<file path="src/rtl/tcm_arbiter.sv">
//==============================================================================
// Module      : tcm_arbiter
// Description : Two-master (instruction / data) round-robin arbiter in front
//               of a single-outstanding TCM controller. Grants combinationally
//               in IDLE, waits for the downstream response in WAIT, and
//               converts a missing response into a fault after TMO cycles.
// Revision    : 1.0 - initial release
//==============================================================================
`default_nettype none

`ifndef BUS_WIDTH
`define BUS_WIDTH 32
`endif
`ifndef BUS_ACC_WIDTH
`define BUS_ACC_WIDTH 2
`endif

module tcm_arbiter #(
    parameter int AW  = 14,
    parameter int TMO = 4
) (
    input  logic                      clk,
    input  logic                      rst,
    // instruction port (read-only)
    input  logic [AW-1:0]             i_addr,
    input  logic [`BUS_ACC_WIDTH-1:0] i_acc,
    input  logic                      i_req,
    output logic [`BUS_WIDTH-1:0]     i_rdata,
    output logic                      i_resp,
    output logic                      i_fault,
    // data port
    input  logic [AW-1:0]             d_addr,
    input  logic                      d_w_rb,
    input  logic [`BUS_ACC_WIDTH-1:0] d_acc,
    input  logic [`BUS_WIDTH-1:0]     d_wdata,
    input  logic                      d_req,
    output logic [`BUS_WIDTH-1:0]     d_rdata,
    output logic                      d_resp,
    output logic                      d_fault,
    // downstream to tcm_controller
    output logic [AW-1:0]             s_addr,
    output logic                      s_w_rb,
    output logic [`BUS_ACC_WIDTH-1:0] s_acc,
    output logic [`BUS_WIDTH-1:0]     s_wdata,
    output logic                      s_req,
    input  logic [`BUS_WIDTH-1:0]     s_rdata,
    input  logic                      s_resp,
    input  logic                      s_fault
);

    typedef enum logic [0:0] {
        IDLE = 1'b0,
        WAIT = 1'b1
    } state_t;

    // Counter value on which a still-silent downstream is declared dead.
    localparam logic [7:0] C_TMO_LAST = 8'(TMO - 1);

    state_t     r_state;
    state_t     w_state_nxt;
    logic       r_last_d;   // 1: most recent grant went to the data port
    logic       r_owner_d;  // 1: outstanding access belongs to the data port
    logic [7:0] r_cnt;
    logic       w_grant_d;
    logic       w_any_req;

    // Read data is shared; each port qualifies it with its own resp.
    assign i_rdata = s_rdata;
    assign d_rdata = s_rdata;

    // Round-robin pick: a sole requester wins, a tie goes to the port not served last.
    always_comb begin
        w_any_req = i_req | d_req;
        w_grant_d = d_req & (~i_req | ~r_last_d);
    end

    // Next-state and all handshake outputs; reset silences every pulse.
    always_comb begin
        w_state_nxt = r_state;
        s_req       = 1'b0;
        s_addr      = w_grant_d ? d_addr : i_addr;
        s_acc       = w_grant_d ? d_acc : i_acc;
        s_w_rb      = w_grant_d & d_w_rb;
        s_wdata     = w_grant_d ? d_wdata : '0;
        i_resp      = 1'b0;
        i_fault     = 1'b0;
        d_resp      = 1'b0;
        d_fault     = 1'b0;
        if (!rst) begin
            case (r_state)
                IDLE: begin
                    if (w_any_req) begin
                        s_req = 1'b1;
                        if (s_fault) begin
                            // Rejected immediately: report and stay ready for the next grant.
                            d_fault = w_grant_d;
                            i_fault = ~w_grant_d;
                        end else begin
                            w_state_nxt = WAIT;
                        end
                    end
                end
                WAIT: begin
                    if (s_resp) begin
                        d_resp      = r_owner_d;
                        i_resp      = ~r_owner_d;
                        w_state_nxt = IDLE;
                    end else if (r_cnt == C_TMO_LAST) begin
                        d_fault     = r_owner_d;
                        i_fault     = ~r_owner_d;
                        w_state_nxt = IDLE;
                    end
                end
                default: w_state_nxt = IDLE;
            endcase
        end
    end

    // State, grant history and response-timeout counter.
    always_ff @(posedge clk) begin
        if (rst) begin
            r_state   <= IDLE;
            r_last_d  <= 1'b0;
            r_owner_d <= 1'b0;
            r_cnt     <= 8'd0;
        end else begin
            r_state <= w_state_nxt;
            if (s_req) begin
                r_last_d  <= w_grant_d;
                r_owner_d <= w_grant_d;
            end
            // Held at zero in IDLE so every WAIT entry starts from a clean count.
            if (r_state == IDLE) begin
                r_cnt <= 8'd0;
            end else if (!s_resp) begin
                r_cnt <= r_cnt + 8'd1;
            end
        end
    end

endmodule

`default_nettype wire

</file>
<file path="config.mk">
export PLATFORM = sky130hd
export DESIGN_NAME = tcm_arbiter
export DESIGN_NICKNAME = d
export VERILOG_FILES = /design/src/rtl/tcm_arbiter.sv
export SDC_FILE = /design/constraint.sdc
export NUM_CORES = 1
export LEC_CHECK = 0
export CAP_MARGIN = 20
export CORE_ASPECT_RATIO = 1.75
export CORE_MARGIN = 10
export CORE_UTILIZATION = 23
export DETAILED_ROUTE_END_ITERATION = 10
export HOLD_SLACK_MARGIN = 0.02
export PLACE_DENSITY_LB_ADDON = 0.25
export SLEW_MARGIN = 25
export SYNTH_ARGS = -nofsm -noshare
export SYNTH_HDL_FRONTEND = slang
export SYNTH_SLANG_ARGS = --single-unit
</file>
<file path="constraint.sdc">
create_clock -name clk -period 1.86 [get_ports clk]
set_input_delay 0.372 -clock clk [delete_from_list [all_inputs] [get_ports clk]]
set_output_delay 0.372 -clock clk [all_outputs]
set_load 0.01 [all_outputs]
</file>
==> run summary, run 1 <==
instance area at placement - 2440 sq um
critical setup path kind - reg -> out
first-pass GRT wire length - 10300 um
via count - 1489
result of the run - complete, but fails checks
I/O Pins - 221
hold path startpoint - i_req
Unique masters post-synth - 36
remaining global-route overflow - 0
placeable core region - 6130 sq um
n_diodes - 0
area share of the largest cell type after synthesis - 34.2%
busiest layer in global routing - met2
highest clock rate - 0.507 GHz
setup slack of the worst register-to-register path - 0.41 ns
number of antenna violations at the first check in global routing - 0
ratio of cells with drive above 1 in the final layout - 48.9%
TritonCTS clock tree - yes
biggest power consumer among the groups - combinational cells
number of levels the H-tree was split into - 1
final-stage net count - 376
die outline height - 124 um
routed length per placed instance - 19.1 um
Dominant flop cell - sky130_fd_sc_hd__dfxtp_1
non-filler instance count after layout - 350
count of flip-flops with a built-in enable after synthesis - 0
synthesized instance count - 178
slew of the pin with the lowest slew margin - 0.285 ns
maximum buffer depth of the clock tree - 2
total cell area reported by yosys after synthesis - 1430 sq um
TritonCTS sink count - 10
antenna-violating nets left - 0
Critical Path Sink Type - output pin
number of cell rows - 38
setup-violating endpoint count in the final report - 9
power dissipated in sequential cells - 0.227 mW
failing checks - negative setup slack
static power due to leakage - 1.31 nW
routed wire length - 6690 um
Flop pwr share - 21.6%
post-layout instance area - 2740 sq um
net switching fraction of the power - 28.0%
half-perimeter wire length of the detailed placement result - 5430 um
total routed wire length on the met1 layer - 2240 um
clock transition at the registers of the reported paths - 0.05 ns
start of the worst register-to-register path - r_state$_SDFF_PP0_
netlist area before placement - 1430 sq um
DR iter-0 viols - 65
Worst Setup Slack, final - -0.111 ns
chip footprint - 9890 sq um
CTS Root Buffer Type - sky130_fd_sc_hd__clkbuf_8
Worst Path Arrival - 1.60 ns
biggest fanout along the worst timing path - 3
number of instances resized during post-cts repair - 267
CTS Hold Buffers Added - 0
Hold Path Class - in -> reg
Yosys warning total - 0
met3 wire length - 875 um
end of the worst register-to-register path - r_cnt[7]$_SDFFE_PP0N_
combined global-route utilization of all metal layers - 13.4%
Synth Area per Inst - 8.03 sq um
aggregate negative setup slack - -0.423 ns
Top Layer Used - met4
Floorplan Nets - 282
worst supply voltage drop on vdd - 0.000220 V
count of final hold-check violations - 0
fraction of met1 tracks used by global routing - 12.8%
die span in x - 79.6 um
power dissipated in combinational cells - 0.600 mW
relative contribution of combinational cells to total power - 57.1%
DRT Pass-1 Iters - 4
[run 1: cell usage after synthesis, drive strengths merged, types with 2 or more instances]
| cell type | n |
|---|---|
| inv | 4 |
| o21ai | 2 |
| xor2 | 3 |
| o41ai | 2 |
| and3 | 2 |
| mux2 | 16 |
| nand2 | 4 |
| nor2 | 7 |
| dfxtp | 10 |
| clkbuf | 4 |
| nand4b | 2 |
| or3 | 2 |
| and2 | 33 |
| a21oi | 3 |
| buf | 67 |
[run 1: worst max-delay path: stages (launching register included)]
cell                      delay, ns
sky130_fd_sc_hd__dfxtp_2       0.35
sky130_fd_sc_hd__ha_4          0.14
sky130_fd_sc_hd__nor4b_4       0.21
sky130_fd_sc_hd__nand2_2       0.14
sky130_fd_sc_hd__o41ai_4       0.33
sky130_fd_sc_hd__buf_2         0.19
[run 1: layout make-up]
type / instances / area, sq um
inverter: 4 / 15.0
sequential: 10 / 206
clock buffer: 3 / 41.3
multi-input combinational: 93 / 866
timing repair buffer: 160 / 1510
tap: 80 / 100
fill: 599 / 3400
[run 1: logic make-up after synthesis]
family,count (synthesis),synth area share [%]
compound gates,13,6.66
xor+xnor,4,2.45
fa+ha+maj,1,0.876
buf+inv,75,37.4
flops,10,14.0
mux,17,13.3
simple gates,58,25.3
[run 1: how the worst max path moves through the flow]
stage / endpoint / start / cells past startpoint
after floorplan: d_fault / r_cnt[0]$_SDFFE_PP0N_ / 4
after global placement: s_addr[3] / d_req / 5
after detailed placement: s_addr[0] / d_req / 5
after CTS: i_fault / r_cnt[1]$_SDFFE_PP0N_ / 5
after global routing: i_fault / r_cnt[0]$_SDFFE_PP0N_ / 5
final: i_fault / r_cnt[0]$_SDFFE_PP0N_ / 5
[run 1: registers in the layout, indices dropped and copies added (netlist names)]
register,cells
r_state,1
r_cnt,8
r_owner_d,1
Fig. 1: run 1, PDN straps and rails
(3 px per um) Pins as bars on the die edge.
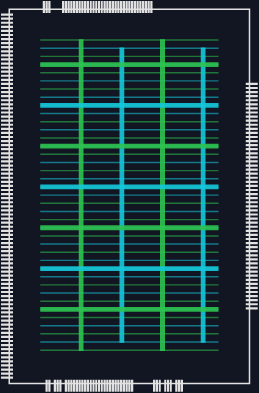
colour	net
cyan	VDD
green	VSS
met1 rails	39
met4 straps	4
met5 straps	7
rows	38
signal pins	221

Fig. 2: run 1, placed cells, one colour a class
(2 px per um) Fill, decap, tap and diode cells in grey.
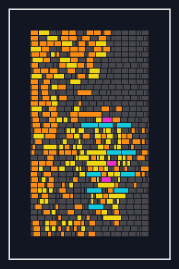
colour	class	cells	share of their area
yellow	combinational and other logic	97	33%
cyan	sequential cells	10	7.8%
magenta	clock drivers	3	1.6%
orange	remaining buffers and delay cells	160	57%

Fig. 3: run 1, routed clock nets over the placement
(4 px per um)
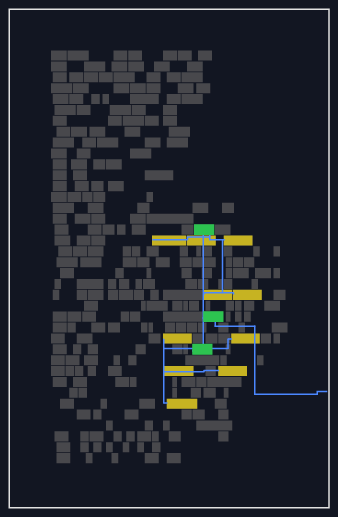
[green] clock drivers | count: 3
[blue] clock wires | length: 183 um
[yellow] flip-flops | count: 10
routed clock nets	4
clock group share of total power: 21.3%
clk_skew: 0.000987 ns
clock network power consumption: 0.223 mW
latest clock arrival within the worst-skew pair: 0.23 ns

--- run 2 (diff from run 1) ---
CTS_CLUSTER_DIAMETER = 40   (was default)
clock period = 2 ns   (was 1.86 ns; I/O delays follow)
Fig. 4: run 2, cell outlines without signal wires
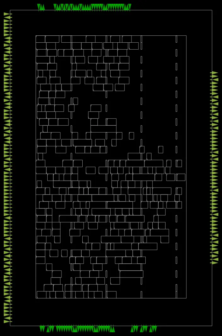
proportion of cell area occupied by registers: 7.96%
placeable core region: 6130 sq um
number of well taps: 80
non-filler instance count after layout: 350

==> run 2 against run 1 <==
Compared with the run above:
- the flow now finishes without violations
- cell count unchanged
- sequential power down 7%
- register-to-register slack better by 0.17 ns
- synthesized cell count unchanged
- clock-buffer cell count up 1
- worst hold slack better by 0.013 ns
- clock skew about the same
- clock power up 16%
- first-iteration DRC count up 9.2%
- critical path type unchanged
==> run summary, run 2 <==
Hold Path Class - in -> reg
I/O Pins - 221 (unchanged)
remaining global-route overflow - 0 (unchanged)
CTS Hold Buffers Added - 0 (unchanged)
chip footprint - 9890 sq um (unchanged)
maximum buffer depth of the clock tree - 2 (unchanged)
count of flip-flops with a built-in enable after synthesis - 0 (unchanged)
static power due to leakage - 1.19 nW (-9.0%)
number of cell rows - 38 (unchanged)
clk_skew - 0.00116 ns (+0.000175 ns)
list of most frequent post-synthesis cells - sky130_fd_sc_hd__buf_4, sky130_fd_sc_hd__and2_1, sky130_fd_sc_hd__mux2_2
die span in x - 79.6 um (unchanged)
netlist area before placement - 1430 sq um (unchanged)
area share of the largest cell type after synthesis - 34.2% (unchanged)
register bit count reported by yosys - 10
Top cells by area - sky130_fd_sc_hd__buf_4, sky130_fd_sc_hd__and2_1, sky130_fd_sc_hd__dfxtp_1
instance area at placement - 2440 sq um (-0.31%)
Hold Worst Slack - 0.522 ns
slew of the pin with the lowest slew margin - 0.247 ns (-0.0371 ns)
TritonCTS clock tree - yes
number of instances resized during post-cts repair - 134 (-50%)
Dominant flop cell - sky130_fd_sc_hd__dfxtp_1
synthesized instance count - 178 (unchanged)
DRT Pass-1 Iters - 4 (unchanged)
cycle use final - 99.3%
start of the worst register-to-register path - r_state$_SDFF_PP0_
Floorplan Nets - 282 (unchanged)
Yosys warning total - 0 (unchanged)
die outline height - 124 um (unchanged)
Critical Path Sink Type - output pin
number of levels the H-tree was split into - 1 (unchanged)
XOR-XNOR Cells, Area Fraction - 2.45% (unchanged)
Top Registers - r_cnt: 8 flops, r_owner_d: 1 flops, r_state: 1 flops
input/output buffers - 124
Synth Area per Inst - 8.03 sq um (unchanged)
max reg flops - 8 (unchanged)
yosys aoi share - 6.65% (unchanged)
end of the worst register-to-register path - r_cnt[7]$_SDFFE_PP0N_
final-stage net count - 375 (-0.27%)
post-layout instance area - 2590 sq um (-5.2%)
biggest fanout along the worst timing path - 3 (unchanged)
antenna-violating nets left - 0 (unchanged)
share of synthesized cell area in and, or, nand and nor gates - 25.3% (unchanged)
most flop-heavy register - r_cnt
result of the run - finished clean
Worst Path Arrival - 1.59 ns (about the same)
setup slack of the worst register-to-register path - 0.58 ns (+0.17 ns)
first-pass GRT wire length - 9580 um (-6.6%)
half-perimeter wire length of the detailed placement result - 5450 um (+0.35%)
Worst Setup Slack, final - 0.0134 ns (+0.124 ns)
TritonCTS sink count - 10 (unchanged)
count of final hold-check violations - 0 (unchanged)
total cell area reported by yosys after synthesis - 1430 sq um (unchanged)
setup-violating endpoint count in the final report - 0 (-9)
latest clock arrival within the worst-skew pair - 0.24 ns (about the same)
portion of netlist area occupied by mux cells - 13.3% (unchanged)
area fraction in full adders, half adders and majority gates - 0.876% (unchanged)
CTS Root Buffer Type - sky130_fd_sc_hd__clkbuf_8
DR iter-0 viols - 71 (+9.2%)
Unique masters post-synth - 36 (unchanged)
hold path startpoint - i_req
worst supply voltage drop on vdd - 0.000229 V (+4.2%)
aggregate negative setup slack - 0 ns (+0.423 ns)
clock transition at the registers of the reported paths - 0.05 ns (about the same)
most common cell in the netlist - sky130_fd_sc_hd__buf_4
critical setup path kind - reg -> out
Fig. 5: run 2, routed metal, one colour a layer
(3 px per um) Only two layers are drawn.
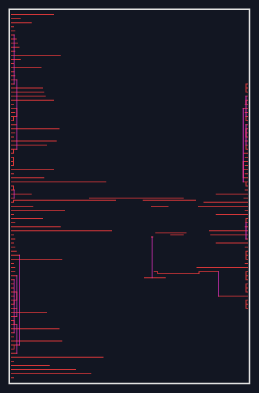
colour	layer	wire length
magenta	metal 4	178 um
red	metal 3	838 um
combined global-route utilization of all metal layers: 12.5%
via count: 1464
routed wire length: 6370 um
routed length per placed instance: 18.2 um

[run 2: how the worst max path moves through the flow]
stage,start,end,slack (ns)
after floorplan,r_cnt[0]$_SDFFE_PP0N_,d_fault,0.20
after global routing,r_cnt[1]$_SDFFE_PP0N_,d_fault,-0.09
final,r_cnt[1]$_SDFFE_PP0N_,i_fault,0.01
after global placement,d_req,s_acc[0],-0.54
after detailed placement,d_req,s_addr[8],-0.57
after CTS,r_owner_d$_SDFFE_PP0P_,s_addr[3],-0.005
[run 2: per-layer routing]
layer / vias to the layer above / track usage [%] / wire (um)
met5: - / 0 / 0
met4: 0 / 4.77 / 178
met3: 29 / 6.07 / 838
met2: 95 / 21.6 / 3070
met1: 637 / 12.2 / 2280
li1: 703 / - / -
[run 2: final cells by class]
type / count / area [sq um]
flip-flops and latches: 10 / 206
well taps: 80 / 100
repair buffers: 159 / 1440
clock buffers: 4 / 55.1
inverters: 4 / 15.0
multi-input cells: 93 / 782
fillers: 622 / 3540
[run 2: critical path: stages, from the launching register on]
cell	delay [ns]
sky130_fd_sc_hd__dfxtp_2	0.35
sky130_fd_sc_hd__ha_4	0.15
sky130_fd_sc_hd__nor4b_4	0.22
sky130_fd_sc_hd__nand2_2	0.13
sky130_fd_sc_hd__o41ai_4	0.31
sky130_fd_sc_hd__buf_2	0.19
[run 2: where the power goes]
group	switching, mW	internal (mW)
Combinational	0.173	0.308
Sequential	0.00553	0.204
Clock	0.0853	0.174
Total	0.264	0.686
[run 2: logic make-up (layout without fill, tap and decap cells)]
kind of cell,count (synthesis),count (layout)
adders and majority gates,1,1
AOI/OAI and AO/OA,13,13
buffers and inverters,75,167
xor gates and xnor gates,4,4
and+or+nand+nor,58,58
muxes,17,17
DFF,10,10
--- run 3 (diff from run 2) ---
ABC_CLOCK_PERIOD_IN_PS = 2000   (was default)
CELL_PAD_IN_SITES_DETAIL_PLACEMENT = 0   (was default)
CELL_PAD_IN_SITES_GLOBAL_PLACEMENT = 1   (was default)
CORE_MARGIN = default   (was 10)
CORE_UTILIZATION = 13   (was 23)
Fig. 6: run 3, routed metal, one colour a layer
(3 px per um) Only two layers are drawn.
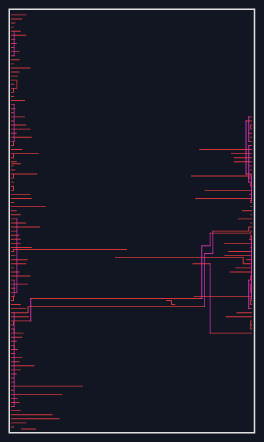
via count: 1539
combined global-route utilization of all metal layers: 11.3%
routed length per placed instance: 16.0 um

==> run 3 against run 2 <==
Compared with the run above:
- register-to-register slack about the same
- utilization decreased by 16 points
- cell count increased by 15%
- critical path depth grew 1
- critical endpoint is now s_addr[3]
- largest power group unchanged
==> run summary, run 3 <==
result of the run - finished clean
count of flip-flops with a built-in enable after synthesis - 0 (unchanged)
TritonCTS sink count - 10 (unchanged)
Top cells by area - sky130_fd_sc_hd__buf_4, sky130_fd_sc_hd__and2_1, sky130_fd_sc_hd__dfxtp_1
Top Registers - r_cnt: 8 flops, r_owner_d: 1 flops, r_state: 1 flops
fraction of area in multi-input gates - 28.6% (-1.5 points)
comb. cell area - 798 sq um (+2.1%)
most common cell in the netlist - sky130_fd_sc_hd__buf_4
final-stage net count - 379 (+1.1%)
worst supply voltage drop on vdd - 0.000321 V (+40%)
proportion of cell area occupied by registers - 7.41% (-0.55 points)
Worst Path Arrival - 1.57 ns (-0.02 ns)
Non-clock inverters - 4 (unchanged)
I/O Pins - 221 (unchanged)
multi-input combinational gate total - 93 (unchanged)
bufs w/o clock - 163 (+2.5%)
critical setup path kind - reg -> out
die outline height - 141 um (+13%)
slew of the pin with the lowest slew margin - 0.229 ns (-0.0180 ns)
switching power total - 0.284 mW (+7.6%)
instance area at placement - 2510 sq um (+3.2%)
biggest fanout along the worst timing path - 4 (+1)
half-perimeter wire length of the detailed placement result - 5400 um (-0.85%)
register bit count reported by yosys - 10 (unchanged)
biggest power consumer among the groups - combinational cells
chip footprint - 11400 sq um (+16%)
placeable core region - 10700 sq um (+74%)
Yosys warning total - 0 (unchanged)
clock transition at the registers of the reported paths - 0.04 ns (about the same)
Dominant flop cell - sky130_fd_sc_hd__dfxtp_1
most flop-heavy register - r_cnt
share of synthesized cell area in and, or, nand and nor gates - 25.3% (unchanged)
clock group share of total power - 35.1% (+7.8 points)
cycle use final - 98.5% (-0.79 points)
die span in x - 81.3 um (+2.1%)
Floorplan Nets - 282 (unchanged)
CTS Hold Buffers Added - 0 (unchanged)
clock buffer count - 4 (unchanged)
number of levels the H-tree was split into - 1 (unchanged)
netlist area before placement - 1430 sq um (unchanged)
area fraction in full adders, half adders and majority gates - 0.876% (unchanged)
count of final hold-check violations - 0 (unchanged)
Unique masters post-synth - 36 (unchanged)
Layout non-clock buf frac - 54.4% (-0.95 points)
Critical Path Sink Type - output pin
Flop pwr share - 18.4% (-3.7 points)
total cell area reported by yosys after synthesis - 1430 sq um (unchanged)
sequential cell count - 10 (unchanged)
XOR-XNOR Cells, Area Fraction - 2.45% (unchanged)
clk_skew - 0.00377 ns (+0.00260 ns)
internal power - 0.852 mW (+24%)
power dissipated in sequential cells - 0.209 mW (about the same)
net switching fraction of the power - 25.0% (-2.8 points)
number of well taps - 130 (+63%)
synthesized instance count - 178 (unchanged)
Clock buf/inv share - 3.19% (+1.1 points)
hold path startpoint - r_cnt[7]$_SDFFE_PP0N_
routed wire length - 6480 um (+1.6%)
clock network power consumption - 0.399 mW (+54%)
critical path, cell by cell - a21boi_4 -> buf_4 -> buf_6 -> buf_16 -> mux2_2 -> buf_2
Bufs and invs on worst path - 4 (+3)
gate family responsible for the most delay along the worst path - buffers and inverters
Synth Area per Inst - 8.03 sq um (unchanged)
Hold Path Class - reg -> reg
setup-violating endpoint count in the final report - 0 (unchanged)
critical path startpoint - r_owner_d$_SDFFE_PP0P_
max reg flops - 8 (unchanged)
number of cell rows - 50 (+32%)
power dissipated in combinational cells - 0.527 mW (+9.6%)
maximum buffer depth of the clock tree - 2 (unchanged)
worst-path cell with the longest stage delay - sky130_fd_sc_hd__dfxtp_4
cell class with the largest area share - buffers
Fig. 7: run 3, placed cells, one colour a class
(2 px per um) Fill, decap, tap and diode cells in grey.
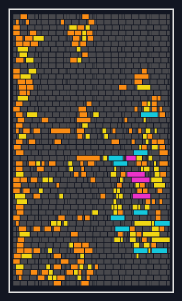
colour	class	cells	share of their area
orange	remaining buffers and delay cells	163	58%
magenta	clock drivers and dummy loads	4	3.4%
yellow	combinational and other logic	97	31%
cyan	sequential cells	10	7.9%

run 3: cell types whose count changed in the layout (fill, tap and decap cells not counted), sizes merged:
cell,previous run,this run
clkdlybuf4s15,15,8
clkbuf,20,4
buf,45,78
dlymetal6s2s,0,2
bufbuf,0,1
clkdlybuf4s50,68,66
dlygate4sd2,15,8
run 3: worst paths after layout:
kind | end | slack [ns] | depth (start not counted)
max | s_addr[3] | 0.03 | 6
min | r_cnt[7]$_SDFFE_PP0N_ | 0.53 | 2
max reg2reg | r_cnt[6]$_SDFFE_PP0N_ | 0.58 | 6
min reg2reg | r_cnt[7]$_SDFFE_PP0N_ | 0.53 | 2
run 3: worst reg2reg max path: stages, from the launching register on:
cell and delay [ns]:
sky130_fd_sc_hd__dfxtp_2 0.35, sky130_fd_sc_hd__ha_4 0.14, sky130_fd_sc_hd__buf_4 0.10, sky130_fd_sc_hd__buf_4 0.09
sky130_fd_sc_hd__nand4b_1 0.19, sky130_fd_sc_hd__or3_1 0.35, sky130_fd_sc_hd__a21oi_1 0.14
run 3: timing repair:
item	in CTS	in global routing
gates cloned	3	0
buffers inserted	10	4
endpoints found under the setup margin	54	43
pin swaps	2	3
resized	229	23
run 3: through the flow:
stage,util [%],cells,hold slack [ns],worst slack [ns],setup TNS (ns)
finish,26.1,404,0.527,0.0293,0
global placement,23.5,385,0.489,-0.605,-26.39
CTS,25.8,402,0.524,-0.0840,-1.30
global route,26.1,404,0.559,-0.0258,-0.0986
detailed placement,23.5,385,0.500,-0.604,-26.59
floorplan,-,178,0.466,0.197,0
run 3: layer usage:
metal / global-route usage [%] / routed length [um] / up-vias
met5: 0 / 0 / -
met4: 4.98 / 240 / 0
met3: 4.72 / 824 / 32
met2: 19.8 / 3180 / 116
met1: 11.5 / 2230 / 676
li1: - / - / 715
No activity file was given, so power comes from the tool's default toggle rates.
